[src/rtl/load_store_unit_pkg.sv]
// Shared definitions for the load/store unit: memory funct3 codes, FSM state
// encoding, bus response codes and a funct legality helper.
package load_store_unit_pkg;

  localparam int unsigned MEM_FUNCT_WIDTH = 3;

  localparam logic [MEM_FUNCT_WIDTH-1:0] MEM_FUNCT_B  = 3'b000;
  localparam logic [MEM_FUNCT_WIDTH-1:0] MEM_FUNCT_H  = 3'b001;
  localparam logic [MEM_FUNCT_WIDTH-1:0] MEM_FUNCT_W  = 3'b010;
  localparam logic [MEM_FUNCT_WIDTH-1:0] MEM_FUNCT_BU = 3'b100;
  localparam logic [MEM_FUNCT_WIDTH-1:0] MEM_FUNCT_HU = 3'b101;

  localparam int unsigned LSU_STATE_WIDTH = 3;

  typedef enum logic [LSU_STATE_WIDTH-1:0] {
    StIdle   = 3'd0,
    StRdAddr = 3'd1,
    StRdData = 3'd2,
    StWrReq  = 3'd3,
    StWrResp = 3'd4,
    StDone   = 3'd5
  } lsu_state_e;

  localparam int unsigned RESP_OK = 0;

  // Stores only support the signed encodings; loads additionally allow BU/HU.
  function automatic logic funct_legal(input logic is_store,
                                       input logic [MEM_FUNCT_WIDTH-1:0] funct);
    logic ok;
    ok = (funct == MEM_FUNCT_B) || (funct == MEM_FUNCT_H) || (funct == MEM_FUNCT_W);
    if (!is_store) begin
      ok = ok || (funct == MEM_FUNCT_BU) || (funct == MEM_FUNCT_HU);
    end
    return ok;
  endfunction

endpackage

[src/rtl/load_store_unit_mem_align.sv]
// Combinational byte-lane alignment for the load/store unit.
//   funct, offset         : access size/signedness and byte offset in the word
//   is_load, is_store     : request kind, used for legality checks
//   store_din -> wr_data  : store data shifted into its byte lanes, with strobe
//   rd_data   -> ld_data  : read word shifted down and sign/zero extended
//   misaligned, illegal   : request classification
module load_store_unit_mem_align
  import load_store_unit_pkg::*;
#(
  parameter int unsigned DATA_WIDTH = 32,
  parameter int unsigned STRB_WIDTH = DATA_WIDTH / 8
) (
  input  logic [MEM_FUNCT_WIDTH-1:0] funct,
  input  logic [1:0]                 offset,
  input  logic                       is_load,
  input  logic                       is_store,
  input  logic [DATA_WIDTH-1:0]      store_din,
  input  logic [DATA_WIDTH-1:0]      rd_data,
  output logic [STRB_WIDTH-1:0]      strobe,
  output logic [DATA_WIDTH-1:0]      wr_data,
  output logic [DATA_WIDTH-1:0]      ld_data,
  output logic                       misaligned,
  output logic                       illegal
);

  logic [DATA_WIDTH-1:0] shifted;
  logic [4:0]            bit_shift;

  assign bit_shift = {offset, 3'b000};

  always_comb begin
    strobe = '0;
    case (funct)
      MEM_FUNCT_B: strobe = STRB_WIDTH'(1) << offset;
      MEM_FUNCT_H: strobe = STRB_WIDTH'(3) << {offset[1], 1'b0};
      MEM_FUNCT_W: strobe = '1;
      default:     strobe = '0;
    endcase
  end

  assign wr_data = store_din << bit_shift;
  assign shifted = rd_data >> bit_shift;

  always_comb begin
    ld_data = shifted;
    case (funct)
      MEM_FUNCT_B:  ld_data = {{(DATA_WIDTH-8){shifted[7]}}, shifted[7:0]};
      MEM_FUNCT_H:  ld_data = {{(DATA_WIDTH-16){shifted[15]}}, shifted[15:0]};
      MEM_FUNCT_BU: ld_data = {{(DATA_WIDTH-8){1'b0}}, shifted[7:0]};
      MEM_FUNCT_HU: ld_data = {{(DATA_WIDTH-16){1'b0}}, shifted[15:0]};
      default:      ld_data = shifted;
    endcase
  end

  always_comb begin
    misaligned = 1'b0;
    if ((funct == MEM_FUNCT_H || funct == MEM_FUNCT_HU) && offset[0]) begin
      misaligned = 1'b1;
    end
    if (funct == MEM_FUNCT_W && offset != 2'b00) begin
      misaligned = 1'b1;
    end
  end

  assign illegal = (is_load && !funct_legal(1'b0, funct)) ||
                   (is_store && !funct_legal(1'b1, funct));

endmodule

[src/rtl/load_store_unit.sv]
// Load/store unit: turns single-cycle load/store request pulses into data bus
// transactions and reports completion with a one-cycle data_valid pulse.
//   clk, rst                       : clock, asynchronous active-low reset
//   load_data, store_data          : request pulses, sampled only in IDLE
//   addr, store_din, mem_funct     : request payload, latched with the pulse
//   data_valid, load_dout, data_error : completion pulse, load result, error flag
//   dr_*                           : read address/data channels (valid/ready)
//   dw_*                           : write request/response channels (valid/ready)
module load_store_unit
  import load_store_unit_pkg::*;
#(
  parameter int unsigned DATA_WIDTH = 32,
  parameter int unsigned ADDR_WIDTH = 32,
  parameter int unsigned STRB_WIDTH = DATA_WIDTH / 8,
  parameter int unsigned RESP_WIDTH = 1
) (
  input  logic                       clk,
  input  logic                       rst,
  input  logic                       load_data,
  input  logic                       store_data,
  input  logic [ADDR_WIDTH-1:0]      addr,
  input  logic [DATA_WIDTH-1:0]      store_din,
  input  logic [MEM_FUNCT_WIDTH-1:0] mem_funct,
  output logic                       data_valid,
  output logic [DATA_WIDTH-1:0]      load_dout,
  output logic                       data_error,
  output logic [ADDR_WIDTH-1:0]      dr_addr,
  output logic                       dr_addr_valid,
  input  logic                       dr_addr_ready,
  input  logic [DATA_WIDTH-1:0]      dr_data,
  input  logic                       dr_data_valid,
  output logic                       dr_data_ready,
  output logic [ADDR_WIDTH-1:0]      dw_addr,
  output logic [DATA_WIDTH-1:0]      dw_data,
  output logic [STRB_WIDTH-1:0]      dw_strobe,
  output logic                       dw_data_addr_valid,
  input  logic                       dw_data_addr_ready,
  input  logic [RESP_WIDTH-1:0]      dw_resp,
  input  logic                       dw_resp_valid,
  output logic                       dw_resp_ready
);

  lsu_state_e                 state_q;
  logic [MEM_FUNCT_WIDTH-1:0] funct_q;
  logic [1:0]                 off_q;

  logic                       idle;
  logic [MEM_FUNCT_WIDTH-1:0] al_funct;
  logic [1:0]                 al_offset;
  logic [STRB_WIDTH-1:0]      al_strobe;
  logic [DATA_WIDTH-1:0]      al_wr_data;
  logic [DATA_WIDTH-1:0]      al_ld_data;
  logic                       al_misaligned;
  logic                       al_illegal;
  logic                       req_err;
  logic [ADDR_WIDTH-1:0]      word_addr;

  assign idle = (state_q == StIdle);

  // In IDLE the aligner classifies the incoming request and builds store lanes;
  // afterwards it works on the latched funct/offset to extract read data.
  assign al_funct  = idle ? mem_funct : funct_q;
  assign al_offset = idle ? addr[1:0] : off_q;

  load_store_unit_mem_align #(
    .DATA_WIDTH (DATA_WIDTH),
    .STRB_WIDTH (STRB_WIDTH)
  ) u_mem_align (
    .funct      (al_funct),
    .offset     (al_offset),
    .is_load    (load_data),
    .is_store   (store_data),
    .store_din  (store_din),
    .rd_data    (dr_data),
    .strobe     (al_strobe),
    .wr_data    (al_wr_data),
    .ld_data    (al_ld_data),
    .misaligned (al_misaligned),
    .illegal    (al_illegal)
  );

  assign req_err   = (load_data && store_data) || al_misaligned || al_illegal;
  assign word_addr = {addr[ADDR_WIDTH-1:2], 2'b00};

  always_ff @(posedge clk or negedge rst) begin
    if (!rst) begin
      state_q            <= StIdle;
      funct_q            <= '0;
      off_q              <= '0;
      data_valid         <= 1'b0;
      data_error         <= 1'b0;
      load_dout          <= '0;
      dr_addr            <= '0;
      dr_addr_valid      <= 1'b0;
      dr_data_ready      <= 1'b0;
      dw_addr            <= '0;
      dw_data            <= '0;
      dw_strobe          <= '0;
      dw_data_addr_valid <= 1'b0;
      dw_resp_ready      <= 1'b0;
    end else begin
      // Completion outputs are single-cycle pulses.
      data_valid <= 1'b0;
      data_error <= 1'b0;
      unique case (state_q)
        StIdle: begin
          if (load_data || store_data) begin
            funct_q <= mem_funct;
            off_q   <= addr[1:0];
            if (req_err) begin
              state_q    <= StDone;
              data_valid <= 1'b1;
              data_error <= 1'b1;
              load_dout  <= '0;
            end else if (load_data) begin
              state_q       <= StRdAddr;
              dr_addr       <= word_addr;
              dr_addr_valid <= 1'b1;
            end else begin
              state_q            <= StWrReq;
              dw_addr            <= word_addr;
              dw_data            <= al_wr_data;
              dw_strobe          <= al_strobe;
              dw_data_addr_valid <= 1'b1;
            end
          end
        end
        StRdAddr: begin
          if (dr_addr_ready) begin
            state_q       <= StRdData;
            dr_addr_valid <= 1'b0;
            dr_data_ready <= 1'b1;
          end
        end
        StRdData: begin
          if (dr_data_valid) begin
            state_q       <= StDone;
            dr_data_ready <= 1'b0;
            load_dout     <= al_ld_data;
            data_valid    <= 1'b1;
          end
        end
        StWrReq: begin
          if (dw_data_addr_ready) begin
            state_q            <= StWrResp;
            dw_data_addr_valid <= 1'b0;
            dw_resp_ready      <= 1'b1;
          end
        end
        StWrResp: begin
          if (dw_resp_valid) begin
            state_q       <= StDone;
            dw_resp_ready <= 1'b0;
            data_valid    <= 1'b1;
            if (dw_resp != RESP_WIDTH'(RESP_OK)) begin
              data_error <= 1'b1;
              load_dout  <= '0;
            end
          end
        end
        StDone: begin
          state_q <= StIdle;
        end
        default: begin
          state_q <= StIdle;
        end
      endcase
    end
  end

endmodule

[config.mk]
export PLATFORM = sky130hd
export DESIGN_NAME = load_store_unit
export DESIGN_NICKNAME = d
export VERILOG_FILES = /design/src/rtl/load_store_unit_pkg.sv /design/src/rtl/load_store_unit_mem_align.sv /design/src/rtl/load_store_unit.sv
export SDC_FILE = /design/constraint.sdc
export NUM_CORES = 1
export LEC_CHECK = 0
export ABC_CLOCK_PERIOD_IN_PS = 2500
export CAP_MARGIN = 10
export CELL_PAD_IN_SITES_DETAIL_PLACEMENT = 1
export CELL_PAD_IN_SITES_GLOBAL_PLACEMENT = 1
export CORE_MARGIN = 4
export CORE_UTILIZATION = 32
export CTS_CLUSTER_DIAMETER = 200
export DETAILED_ROUTE_END_ITERATION = 8
export PLACE_DENSITY = 0.75
export REMOVE_ABC_BUFFERS = 1
export SYNTH_ARGS = -nofsm -noshare
export SYNTH_HDL_FRONTEND = slang
export SYNTH_SLANG_ARGS = --single-unit
export TNS_END_PERCENT = 5
[constraint.sdc]
create_clock -name clk -period 2.5 [get_ports clk]
set_clock_uncertainty 0.2 [all_clocks]
set_input_delay 0.375 -clock clk [delete_from_list [all_inputs] [get_ports clk]]
set_output_delay 0.375 -clock clk [all_outputs]
set_load 0.005 [all_outputs]
**Run 1: power grid**

Scale: 2 px per um. Pins as bars on the die edge. Tap cells in grey.
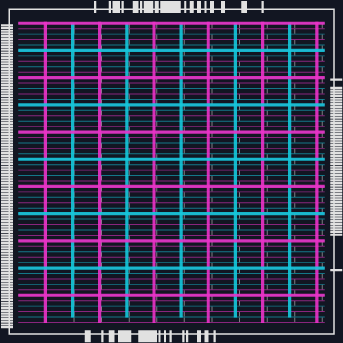
legend:
  VSS:
    colour: magenta
  VDD:
    colour: cyan
signal pins: 246
met5 straps: 11

**Run 1: where the registers sit**

Scale: 3 px per um. Other sequential cells in the stronger grey, the rest of the logic in the fainter grey.
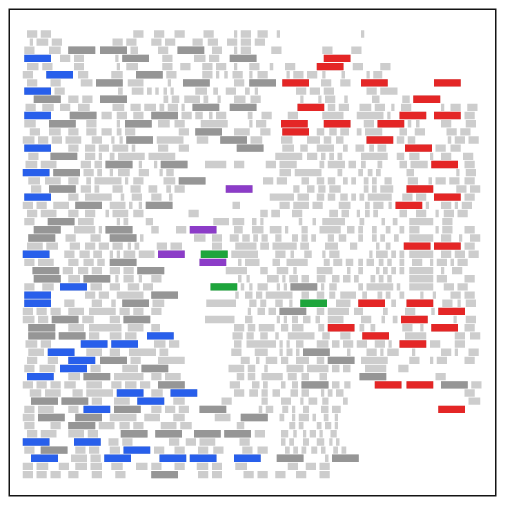
legend:
  `load_dout`:
    colour: red
    placed_flops: 32
  `dr_addr`:
    colour: blue
    placed_flops: 30
  `dw_strobe`:
    colour: purple
    placed_flops: 4
    where: middle
  `funct_q`:
    colour: green
    placed_flops: 3
not coloured: 73
post-route core utilization: 51.94%
footprint of the flip-flops and latches: 3553 um^2
flip-flop and latch share of the layout cell area: 29.85%

**Run 1: routed metal, one colour a layer**

Scale: 3 px per um.
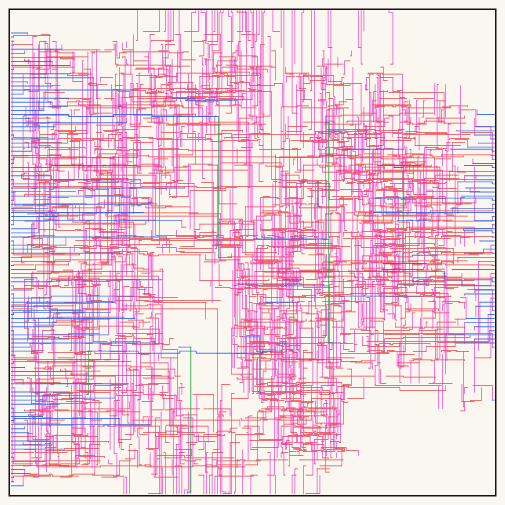
legend:
  M3:
    colour: blue
    wire_length: 2920 um
  M2:
    colour: magenta
    wire_length: 14400 um
  M4:
    colour: green
    wire_length: 241 um
  M1:
    colour: red
    wire_length: 11200 um
Via Count: 6713
total wirelength of the detailed-routed design: 28.80 mm
average routed wire per standard cell: 21.92 um
overall routing resource usage: 21.41%

==> summary.txt, run 1 <==
Flow results follow.

The number of maximum-capacitance violations recorded for the run is 0. For this floorplan the total number of well-tap instances is about 310. After Yosys synthesis, XOR and XNOR cells account for 0% of the synthesized area. The share of final layout cell area taken by non-clock buffers is between 20 and 30%. The OpenROAD warning count is 27.

Sorting the synthesized cells by how often they occur yields 142 x sky130_fd_sc_hd__dfrtp_1, 71 x sky130_fd_sc_hd__mux2_2, 70 x sky130_fd_sc_hd__mux2i_1, 60 x sky130_fd_sc_hd__nand2_1, 53 x sky130_fd_sc_hd__inv_1. Detailed-route iteration 0 reported a violation count of 320. In the layout the commonest cells are 240 x sky130_fd_sc_hd__clkdlybuf4s50_1, 142 x sky130_fd_sc_hd__dfrtp_1, 70 x sky130_fd_sc_hd__mux2i_1, 63 x sky130_fd_sc_hd__buf_4, 60 x sky130_fd_sc_hd__nand2_1.

The power report lists cell-internal power as a little under 10 mW. The combinational gate area is approximately 3800 um^2. Multi-input logic gates represent a cell area share of a little under a third. The sum of met3 wire segment lengths after detailed routing is 2.921 mm. The HPWL after detailed placement is between 20 and 25 mm.

Per the OpenROAD power report, leakage power amounts to about 5.2 nW. The detailed-route DRC error count is 0. In this run the remaining antenna-violating nets after routing total 0. The worst register-to-register path has a setup slack of -0.16 ns. The number of nets in the finished design is about 1100. The clock buffer count from CTS is 17. The checks that failed: negative setup slack.

The layout has 17 clock buffers. In this run the worst setup path begins at state_q[1]. Per the final report, max-transition violations number 0. The slowest cell on the critical path is sky130_fd_sc_hd__or3_4. The share of synthesized cell area in and, or, nand and nor gates is between 8 and 9%. Once synthesis finished, the tally of register bits stood at 142.

The setup violation total in the final timing report is 70. The post-synth tally of flip-flops with integrated enable is 0. Ranked by power, first place goes to combinational cells. Prior to clock tree synthesis, the placed netlist has a worst setup slack of -0.5200 ns.

The final power report lists total power as ~15 mW. The chip area from the yosys synthesis statistics is between 7000 and 8000 um^2. The top cell family by delay on the critical path is simple AND/OR/NAND/NOR gates. The power drawn by the sequential cells is just under 4 mW. The final timing report gives a worst setup slack of -0.1633 ns. The floorplan die area is about 26000 um^2. The area fraction in compound gates is about an eighth. The class of the tightest hold or removal check is in2async.

The data required time of the critical path is ~2.6 ns. The highest cell delay on the worst timing path is 0.42 ns. For reference, the critical path cell chain is or3_4, mux2_4, or2_4, a211oi_4, buf_12, clkbuf_16, mux2_2. Data on the critical path arrives at its endpoint at 2.78 ns. In the final timing run, aggregate negative setup slack is -8.350 ns. Measured along the y axis, the die boundary spans about 160 um.

The number of different library cells used by synthesis comes to between 60 and 70. The synthesis stats list as the most numerous cell sky130_fd_sc_hd__dfrtp_1. The pre-antenna-repair detailed-routing pass consisted of 4 iterations. The number of non-clock inverters is 53. Per report_power, the clock group accounts for 17.0% of the total. In the final layout, the registers with the most flip-flops are dw_data (32), load_dout (32). The peak supply drop is 0.5904 mV. The length of routed met2 wiring is about 14 mm. Global routing finished with a remaining overflow of 0.

Once placement completed, the tool counted placed cells totaling about 1300. Per report_power, the Clock row totals ~2.6 mW. STA classifies the critical path startpoint as a flop. After layout, the worst path uses 106.5% of the clock period.

The nature of the critical path endpoint is a flop. Dividing the synthesized area by the synthesized cell count gives ~11 um^2. The level count of the clock H-tree is 4. The flow reported a cell area power density of approximately 1300 nW/um^2. Port buffering added around 240 buffers. Per the Yosys statistics, synthesis produced 684 cells. The count of cells resized by post-cts repair is 23. Looking at the power breakdown, sequential logic takes about a quarter of the total.

The routed design shows a via density per instance of 5.109. The worst hold margin is ~0.25 ns. The maximum operating frequency is 375.5 MHz.

By area the synthesized netlist is led by sky130_fd_sc_hd__dfrtp_1 47%, sky130_fd_sc_hd__mux2_2 11%, sky130_fd_sc_hd__mux2i_1 9.3%. The flow ran to the end, but the final reports show violations. Per the CTS log, the root buffer master is sky130_fd_sc_hd__clkbuf_16.
==> run 1 -> run 2 <==
ABC_CLOCK_PERIOD_IN_PS = 2900   (was 2500)
CORE_UTILIZATION = 36   (was 32)
PLACE_DENSITY = 0.8   (was 0.75)
clock period = 2.9 ns   (was 2.5 ns; I/O delays follow)
**Run 2: routed metal, one colour a layer**

Scale: 3 px per um.
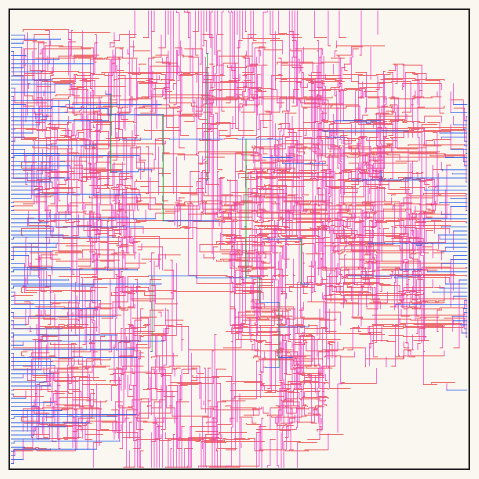
legend:
  M3:
    colour: blue
    wire_length: 2310 um
  M4:
    colour: green
    wire_length: 220 um
  M1:
    colour: red
    wire_length: 10600 um
  M2:
    colour: magenta
    wire_length: 13600 um

==> summary.txt, run 2 <==
Flow results follow.

Top flop regs: dw_data (32), load_dout (32) (unchanged). The well tap count is 270 (was 313). The count of state elements after synthesis is 142 (unchanged). The class of the tightest hold or removal check is in2async (unchanged).

The slowest cell on the critical path is sky130_fd_sc_hd__a2111oi_1 (was sky130_fd_sc_hd__or3_4). The highest cell delay on the worst timing path came to 0.53 ns (was 0.42 ns). The floorplan die area is 23370 um^2 (was 26140 um^2).

The most used flip-flop cell after synthesis is sky130_fd_sc_hd__dfrtp_1 (unchanged). The clock tree root driver cell is sky130_fd_sc_hd__clkbuf_16 (unchanged). The length of routed met2 wiring came to 13.60 mm (was 14.39 mm).

The overall overflow remaining after global route is 0 (unchanged). The clock tree from TritonCTS is built (unchanged). The total power per unit cell area is 1126 nW/um^2 (was 1294 nW/um^2). The critical path startpoint category is a flop (unchanged). The highest layer used for signal routing is met4 (unchanged).

The yosys stat cell total is 684 (unchanged). The final worst slack is 0.1216 ns (was -0.1633 ns). The layer with the highest usage is met2 (unchanged). The share of the final layout cell area in sequential cells is 31.59% (was 29.85%). The nature of the critical path endpoint is a flop (unchanged).

The power in combinational cells was 6.99 mW (was 8.81 mW). The worst hold margin is 0.2698 ns (was 0.2509 ns). The post-detailed-routing wire length is 26.68 mm (was 28.80 mm). The number of search-and-repair iterations in the first detailed-routing pass is 4 (unchanged). The share of synthesized cell area in and, or, nand and nor gates is 8.644% (unchanged). The ratio of final minimum period to clock period is 95.81% (was 106.5%). The total of buffers placed on input and output ports is 241 (unchanged). The OpenROAD warning count was 25 (was 27). The peak supply drop came to 0.4935 mV (was 0.5904 mV). Leading cell types by count after synthesis: 142 x sky130_fd_sc_hd__dfrtp_1, 71 x sky130_fd_sc_hd__mux2_2, 70 x sky130_fd_sc_hd__mux2i_1, 60 x sky130_fd_sc_hd__nand2_1, 53 x sky130_fd_sc_hd__inv_1 (unchanged). The biggest power consumer among the groups is combinational cells (unchanged). The maximum operating frequency came to 359.9 MHz (was 375.5 MHz). The placed wire-length estimate after detailed placement is 20.04 mm (was 20.22 mm). The top cell family by delay on the critical path is AND-OR/OR-AND gates (was simple AND/OR/NAND/NOR gates). The register share of total power is 26.9% (was 25.8%).

The setup violation total in the final timing report is 0 (was 70). The placed instance count is 1212 (was 1268). The detailed-route DRC error count is 0 (unchanged). The logic gate fraction of the total cell area is 31.73% (was 31.96%). The vertical die size is 152.9 um (was 161.7 um). Cell breakdown of the critical path: or3_4, buf_4, mux2_4, o41a_1, a2111oi_1, o311a_1 (was or3_4, mux2_4, or2_4, a211oi_4, buf_12, clkbuf_16, mux2_2). The count of antenna-violating nets left after detailed routing is 0 (unchanged).

The total power consumption of the routed design was 12.67 mW (was 15.41 mW). The timing startpoint of the critical path was state_q[1] (unchanged). The number of nets in the finished design is 1070 (was 1095). The number of hold buffers added after cts is 1 (unchanged). The setup slack of the worst register-to-register path was 0.12 ns (was -0.16 ns).

The per-cell via count in the routed design is 5.223 (was 5.109). Top cells, area: sky130_fd_sc_hd__dfrtp_1 47%, sky130_fd_sc_hd__mux2_2 11%, sky130_fd_sc_hd__mux2i_1 9.3% (unchanged). The area occupied by registers was 3553 um^2 (unchanged). The number of non-clock inverters is 53 (unchanged).

The mean area per synthesized cell was 11.05 um^2 (unchanged). The area fraction in compound gates is 12.01% (unchanged). The leakage component of the power is 4.991 nW (was 5.246 nW).

The clock buffer count is 18 (was 17). The level count of the clock H-tree is 4 (unchanged). Top Layout Cells: 240 x sky130_fd_sc_hd__clkdlybuf4s50_1, 142 x sky130_fd_sc_hd__dfrtp_1, 71 x sky130_fd_sc_hd__mux2_2, 70 x sky130_fd_sc_hd__mux2i_1, 60 x sky130_fd_sc_hd__nand2_1 (was 240 x sky130_fd_sc_hd__clkdlybuf4s50_1, 142 x sky130_fd_sc_hd__dfrtp_1, 70 x sky130_fd_sc_hd__mux2i_1, 63 x sky130_fd_sc_hd__buf_4, 60 x sky130_fd_sc_hd__nand2_1). The count of synthesis-stage warnings from yosys is 0 (unchanged). The arrival time of the worst setup path came to 2.94 ns (was 2.78 ns).

The count of cells resized by post-cts repair was 0 (was 23). The sum of met3 wire segment lengths after detailed routing came to 2.310 mm (was 2.921 mm). Status: finished, final reports clean (was finished with violations). The data required time of the critical path is 3.06 ns (was 2.61 ns).

The count of unique library cells instantiated by Yosys is 61 (unchanged). The final core utilization is 55.05% (was 51.94%). The routed via count is 6503 (was 6713). The fraction of synthesized cell area in xor and xnor cells is 0% (unchanged). The clock buffer count from CTS is 17 (unchanged). The overall global routing resource usage was 23.12% (was 21.41%). The clock network power share is 17.9% (was 17.0%). The violation count after the first detailed-routing iteration is 241 (was 320). The setup TNS is 0 ns (was -8.350 ns). The share of final layout cell area taken by non-clock buffers is 26.51% (was 28.19%). The power drawn by the sequential cells is 3.41 mW (was 3.97 mW).

The max-capacitance violation count is 0 (unchanged). The chip area from the yosys synthesis statistics is 7556 um^2 (unchanged). The internal power contribution is 7.920 mW (was 9.667 mW). The mean routed wirelength per cell is 21.43 um (was 21.92 um). The pre-placement core utilization came to 36.99% (was 32.97%). The minimum setup slack after placement is -0.2692 ns (was -0.5200 ns). The post-synth tally of flip-flops with integrated enable came to 0 (unchanged).

The most frequent cell after synthesis was sky130_fd_sc_hd__dfrtp_1 (unchanged). The combinational gate area is 3568 um^2 (was 3804 um^2). The count of pins over their slew limit was 0 (unchanged).
==> run 2 -> run 3 <==
MAX_ROUTING_LAYER = met4   (was not set)
==> summary.txt, run 3 <==
Flow results follow.

Status: finished, final reports clean (unchanged). The latest clock arrival within the worst-skew pair is 0.42 ns (about the same). The floorplan die area was 23370 um^2 (unchanged). Top Layout Cells: 240 x sky130_fd_sc_hd__clkdlybuf4s50_1, 142 x sky130_fd_sc_hd__dfrtp_1, 71 x sky130_fd_sc_hd__mux2_2, 70 x sky130_fd_sc_hd__mux2i_1, 60 x sky130_fd_sc_hd__nand2_1 (unchanged).

The setup TNS is 0 ns (unchanged). The post-synthesis to final-layout area growth is 48.85% (unchanged). The peak supply drop is 0.4952 mV (was 0.4935 mV). The setup violation total in the final timing report is 0 (unchanged). The total of buffers placed on input and output ports is 241 (unchanged). Leading cell types by count after synthesis: 142 x sky130_fd_sc_hd__dfrtp_1, 71 x sky130_fd_sc_hd__mux2_2, 70 x sky130_fd_sc_hd__mux2i_1, 60 x sky130_fd_sc_hd__nand2_1, 53 x sky130_fd_sc_hd__inv_1 (unchanged).

The clock tree root driver cell is sky130_fd_sc_hd__clkbuf_16 (unchanged). The highest layer used for signal routing is met4 (unchanged). The leakage component of the power is 4.991 nW (unchanged). Top cells, area: sky130_fd_sc_hd__dfrtp_1 47%, sky130_fd_sc_hd__mux2_2 11%, sky130_fd_sc_hd__mux2i_1 9.3% (unchanged). The final core utilization was 55.05% (unchanged).

The share of final layout cell area taken by non-clock buffers is 26.51% (unchanged). The OpenROAD warning count is 25 (unchanged). The sum of met3 wire segment lengths after detailed routing was 2.230 mm (was 2.310 mm). The slowest cell on the critical path is sky130_fd_sc_hd__a2111oi_1 (unchanged). The vertical die size is 152.9 um (unchanged). The combinational gate area is 3568 um^2 (unchanged). The max-capacitance violation count is 0 (unchanged). The share of synthesized cell area in and, or, nand and nor gates is 8.644% (unchanged).

The count of cells resized by post-cts repair is 0 (unchanged). The biggest power consumer among the groups is combinational cells (unchanged). The detailed-route DRC error count is 0 (unchanged). The final worst slack was 0.1217 ns (was 0.1216 ns). The data required time of the critical path was 3.06 ns (about the same).

The critical path startpoint category is a flop (unchanged). The internal power contribution came to 7.920 mW (about the same). The maximum number of pins on one net before global-route repair came to 75 (unchanged). The violation count after the first detailed-routing iteration is 254 (was 241). The share of the final layout cell area in sequential cells is 31.59% (unchanged). The level count of the clock H-tree is 4 (unchanged). The yosys stat cell total is 684 (unchanged).

The mean area per synthesized cell is 11.05 um^2 (unchanged). The area occupied by registers came to 3553 um^2 (unchanged). The count of pins over their slew limit is 0 (unchanged). The chip area from the yosys synthesis statistics is 7556 um^2 (unchanged). The clock buffer count was 18 (unchanged). The total power per unit cell area is 1127 nW/um^2 (was 1126 nW/um^2). The placed wire-length estimate after detailed placement was 20.04 mm (unchanged).

The length of routed met2 wiring is 13.59 mm (was 13.60 mm). The arrival time of the worst setup path was 2.94 ns (about the same). The count of state elements after synthesis is 142 (unchanged). The most frequent cell after synthesis is sky130_fd_sc_hd__dfrtp_1 (unchanged). The setup slack of the worst register-to-register path came to 0.12 ns (about the same). The count of antenna-violating nets left after detailed routing is 0 (unchanged). The overall global routing resource usage is 23.81% (was 23.12%).

The number of search-and-repair iterations in the first detailed-routing pass is 4 (unchanged). The met1 usage in global routing came to 27.45% (was 27.18%). The power in combinational cells is 6.99 mW (about the same).

The final antenna diode count is 0 (unchanged). The highest cell delay on the worst timing path was 0.52 ns (was 0.53 ns). The clock buffer count from CTS was 17 (unchanged). The worst hold margin came to 0.2690 ns (was 0.2698 ns). The nature of the critical path endpoint was a flop (unchanged). The post-synth tally of flip-flops with integrated enable was 0 (unchanged). The clock tree from TritonCTS is built (unchanged).

The area fraction in compound gates is 12.01% (unchanged). The ratio of final minimum period to clock period is 95.80% (was 95.81%). Cell breakdown of the critical path: or3_4, buf_4, mux2_4, o41a_1, a2111oi_1, o311a_1 (unchanged). The pre-placement core utilization is 36.99% (unchanged). The register share of total power is 27.0% (was 26.9%).

The number of hold buffers added after cts is 1 (unchanged). The clock network power share is 17.9% (about the same). The mean routed wirelength per cell is 21.50 um (was 21.43 um).

The number of non-clock inverters was 53 (unchanged). Top flop regs: dw_data (32), load_dout (32) (unchanged). The layer with the highest usage is met2 (unchanged). The top cell family by delay on the critical path is AND-OR/OR-AND gates (unchanged).

The maximum operating frequency is 359.9 MHz (about the same). The count of unique library cells instantiated by Yosys is 61 (unchanged). The power drawn by the sequential cells is 3.42 mW (was 3.41 mW).

The power attributed to the clock group is 2.27 mW (about the same). The most used flip-flop cell after synthesis is sky130_fd_sc_hd__dfrtp_1 (unchanged). The non-clock buffer instance count of the final layout was 303 (unchanged). The minimum setup slack after placement is -0.2692 ns (unchanged). The fraction of synthesized cell area in xor and xnor cells is 0% (unchanged).

The logic gate fraction of the total cell area is 31.73% (unchanged). The placed instance count is 1212 (unchanged). The count of synthesis-stage warnings from yosys is 0 (unchanged).

The per-cell via count in the routed design is 5.210 (was 5.223).
**Run 3: the metal 4 layer**

Scale: 4 px per um. Supply wires on this layer in grey. Cells faint in the background.
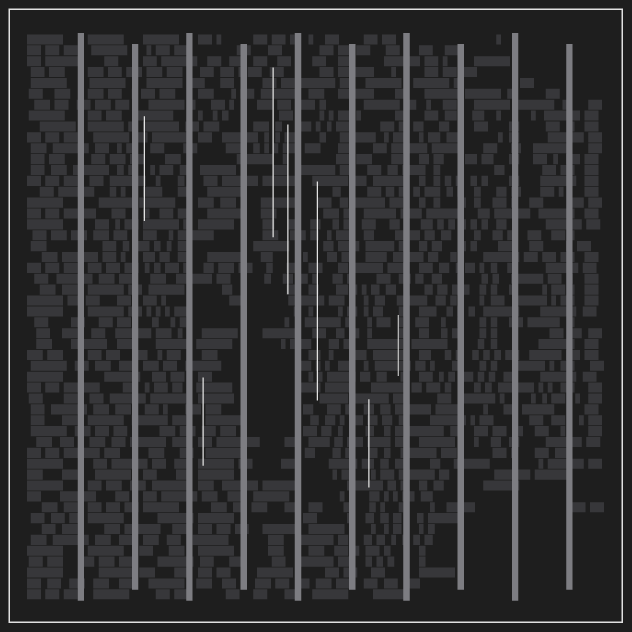
wire length on this layer: 223 um
nets with wire on the layer: 4
total wirelength of the detailed-routed design: 26.77 mm
Via Count: 6487


==> gallery <==
Cell density map.
picture 1
Scale: 2 px per um. 16 x 16 tiles, from white (low) to dark blue (high), 0 to 100% covered.
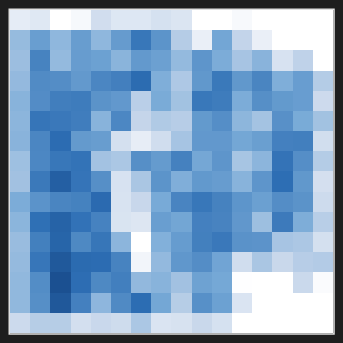
picture 2
Scale: 2 px per um. 15 x 15 tiles, from white (low) to dark blue (high), 0 to 100% covered.
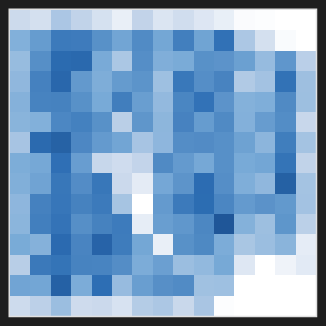
- picture 1 = run 1
- picture 2 = run 3

Key to picture 1:
fullest tile: 87%
nearly empty tiles: 9.4%
emptiest ninth of the die: bottom right
mean over tiles: 44%
tiles over 75% full: 5.1%

Power and IR drop assume default switching activity.
